### Signal wires on met4, run 1

Scale: 4 px per um. Supply wires on this layer in gray.
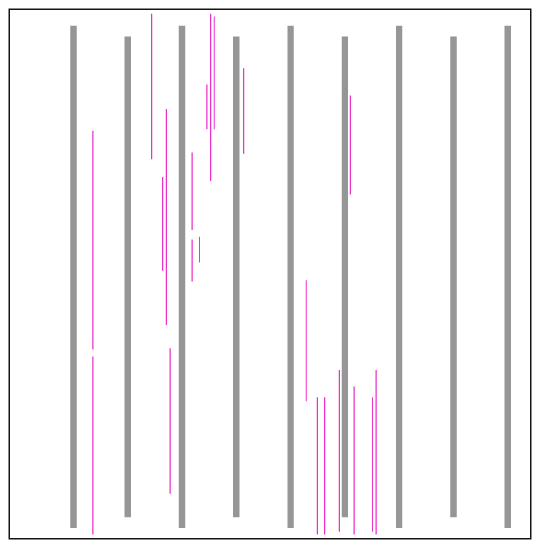
### Wiring by layer, run 1

Scale: 4 px per um. Only two layers are drawn.
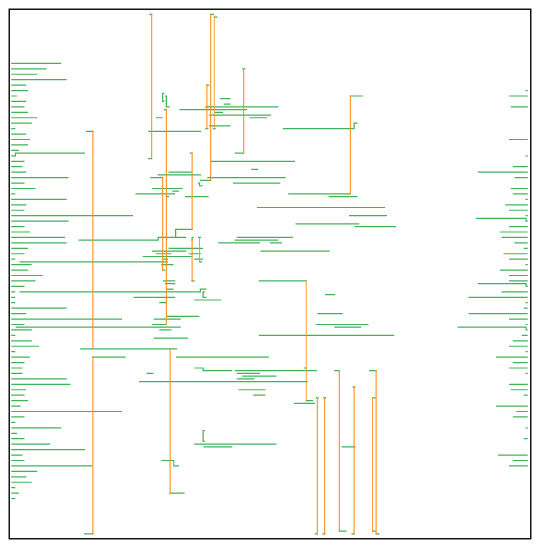
### Track usage over the die, run 1

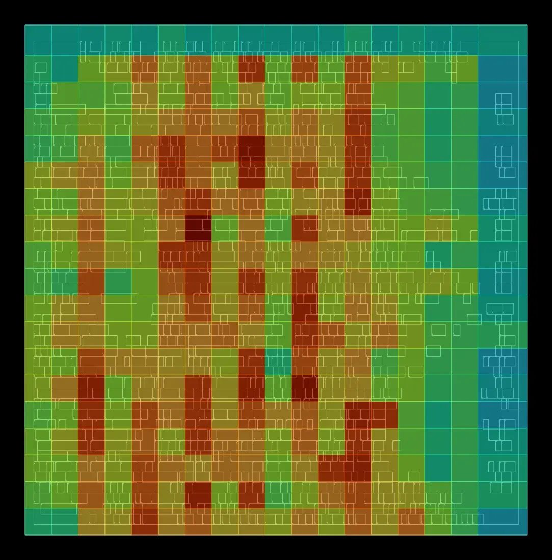
### Signal wires on met3, run 1

Scale: 3 px per um. Cells faint in the background.
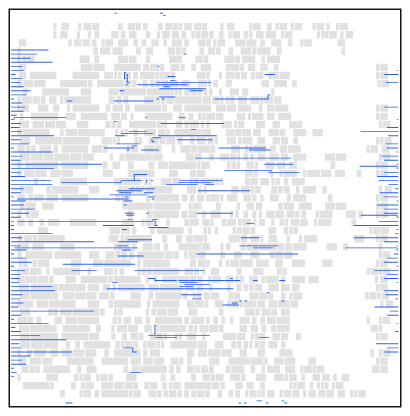
Design fetch_sequencer, sky130hd; sources not shown.
==> notes.md, run 1 <==
impl run done, here's what came out: status=complete, no violations, WP buf/inv=5, Tightest Pin Transition=705 ps, maxcap violations=0, Buffers excl. clock=395, main flop type=dfrtp_1, XORs/XNORs by Area=7.45%, yosys simple share=14.2%, most common cell in the netlist=buf_4, met2 routed WL=10.2 mm, TAP cells=216, top cells, area=dfrtp_1 (26%), buf_4 (15%), ha_1 (7.6%), mux2_2 (5.8%), xnor2_1 (4.5%), die area=0.0172 mm2, crit path kind=in2out, Layout area overhead=40.1%, Yosys chip area=0.00646 mm2, Comb gates=611, aoi share=19.7%, # IOs=331, Largest logic family=AND-OR/OR-AND gates, Late-Pin Clk Latency=330 ps, Startpoint Class=primary input, global routing usage on met1=32.3%, Commonest Layout Cell=buf_2, largest net degree at the start of global routing=35, GP Congestion=0.946, multiplexer share of the synthesized area=6.83%, top sig layer=met4, top cells by count, synth=buf_4 (130), dfrtp_1 (67), nand2_1 (59), a21oi_1 (49), nor2_1 (49), flop count=67, minimum clock period=7990 ps, final worst-path cycle share=81.5%, Final Hold Viols=0, CP arrival=5050 ps, fmax=0.125 GHz, busiest grt layer=met2, worst-path cell chain=clkdlybuf4s50_1 -> nand2_1 -> inv_1 -> buf_2 -> clkbuf_1 -> buf_2, Max-area cell share=25.9%, buffering overhead=30.7%, Non-Filler Instances=1317, Root Driver=clkbuf_16, Clock buffer cells=15, Worst Path Max Fanout=10, worst hold margin=498 ps, gate count of the mapped netlist=758, flip-flop and latch area=0.00168 mm2, Synth Area in Adders=7.86%, Critical Path RT=6860 ps, Synth area leader=dfrtp_1, dpl cells=1301, GRT overflow=0, Crit. path cell count=6, share of cells above drive strength 1=29.5%, RSZ-0062 raised after global routing=no
## Picture notes: 'Signal wires on met4'
The layer carries 658 um of wire. 18 nets have wire on it. The wires run mostly vertical.
Total Wirelength: 21.7 mm
via count: 6510

## Picture notes: 'Wiring by layer'
metal 3: in green, wire length 1650 um. metal 4: in orange, wire length 658 um.
All-Layer GR Usage: 24.6%
Routed WL per cell: 16.4 um

## Picture notes: 'Track usage over the die'
fin util: 57.6%
met2 Resource Use GR: 40.8%

## Picture notes: 'Signal wires on met3'
The layer carries 1650 um of wire. The layer holds 7.6% of the routed length. The wires run mostly horizontal.
grt met3 use: 3.90%

==> run 1 -> run 2 <==
--- a/config.mk
+++ b/config.mk
@@ -5,11 +5,12 @@
 export SDC_FILE = /design/constraint.sdc
 export NUM_CORES = 1
 export LEC_CHECK = 0
-export CORE_AREA = 2 2 128 130
+export CORE_ASPECT_RATIO = 1.1
+export CORE_MARGIN = 2
+export CORE_UTILIZATION = 37
 export DETAILED_ROUTE_END_ITERATION = 8
-export DIE_AREA = 0 0 130 132
 export GPL_TIMING_DRIVEN = 0
-export PLACE_DENSITY = 0.83
+export PLACE_DENSITY = 0.79
 export SETUP_SLACK_MARGIN = 0.05
 export SLEW_MARGIN = 40
 export SYNTH_ARGS = -nofsm -noshare
==> constraint.sdc (replaced) <==
create_clock -name clk -period 6.9 [get_ports clk]
set_input_delay 2.07 -clock clk [delete_from_list [all_inputs] [get_ports clk]]
set_output_delay 2.07 -clock clk [all_outputs]
set_load 0.1 [all_outputs]
### M1 wires, run 2

Scale: 4 px per um. Supply wires on this layer in gray. Cells faint in the background.
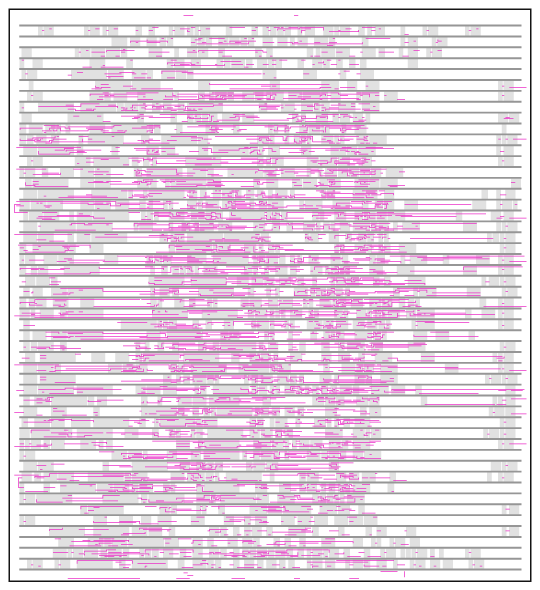
The longest straight run is 38.2 um. The wires run mostly horizontal.
Total Wirelength: 22.0 mm
via count: 6422

==> notes.md, run 2 <==
impl run done, here's what came out: status=complete, no violations, CP endpoint kind=output pin, Clock buffer cells=13, Commonest Layout Cell=buf_2, crit path kind=in2out, # IOs=331, Late-Pin Clk Latency=330 ps, final slew viol count=0, Worst Path Max Fanout=10, Crit. path cell count=6, Synth Area in Adders=7.86%, Die Ht=143 um, flop count=67, via/cell ratio=4.81, Reg clk slew, reported paths=50 ps, TAP cells=234, Synth area leader=dfrtp_1, final worst-path cycle share=90.6%, largest net degree at the start of global routing=36, flip-flop and latch area=0.00168 mm2, setup ws final=646 ps, Critical Path RT=4830 ps, DP Area=0.00878 mm2, Final Hold Viols=0, maxcap violations=0, Comb gates=611, buffering overhead=30.7%, Non-Filler Instances=1334, CP arrival=4180 ps, Post-synth EDFFs=0, multi-input combinational area share=43.9%, CTS resizes=0, floorplan utilization=37.8%, fin util=53.1%, worst hold margin=500 ps, WP buf/inv=5, fmax=0.160 GHz, DIE WIDTH=130 um, Max-area cell share=25.9%, nets=1239, top sig layer=met4, DP HPWL=18.6 mm, aoi share=19.7%, gate count of the mapped netlist=758, minimum clock period=6250 ps, dpl cells=1319, Slowest-stage cell, CP=buf_2, R2R Setup Slk=2180 ps, top cells by count, synth=buf_4 (130), dfrtp_1 (67), nand2_1 (59), a21oi_1 (49), nor2_1 (49), multiplexer share of the synthesized area=6.83%, Mapped Area=0.00646 mm2, met2 Resource Use GR=40.2%, # rows=50, RSZ-0062 raised after global routing=no, global routing usage on met1=29.1%, R2R depth=18, XORs/XNORs by Area=7.45%, drt initial violations=408, ys async rst share=100%, Top class by area=multi-input combinational cells, DP Worst Slack=665 ps, most common cell in the netlist=buf_4, Routed WL per cell=16.5 um, CTS tree=done, Worst Hold Class=reg2reg, share of cells above drive strength 1=29.5%, Tightest Pin Transition=707 ps, first-pass GRT wire length=33.5 mm, initial antenna violation count=0, busiest grt layer=met2, worst-path cell chain=clkdlybuf4s50_1 -> nand2_1 -> inv_1 -> buf_2 -> clkbuf_1 -> buf_2, Layout area overhead=40.3%, Worst Skew=5.19 ps, die area=0.0185 mm2, Buffers excl. clock=395, vias in the first global route=6157, yosys simple share=14.2%, All-Layer GR Usage=23.3%, main flop type=dfrtp_1, Yosys chip area=0.00646 mm2, top cells, area=dfrtp_1 (26%), buf_4 (15%), ha_1 (7.6%), mux2_2 (5.8%), xnor2_1 (4.5%), Startpoint Class=primary input, met2 routed WL=10.9 mm, GRT overflow=0, Root Driver=clkbuf_16, DRC viols=0, Post-DRT Antenna Nets=0, GP Congestion=0.936, Non-clk invs=12, grt met3 use=4.31%, Largest logic family=AND-OR/OR-AND gates
### Signal wires on met4, run 2

Scale: 3 px per um. Supply wires on this layer in gray.
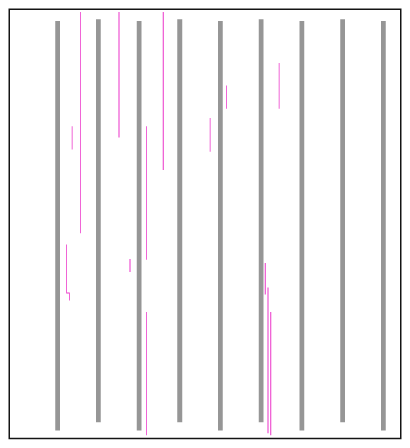
The longest straight run is 73.4 um. The wires run mostly vertical. The layer carries 416 um of wire.

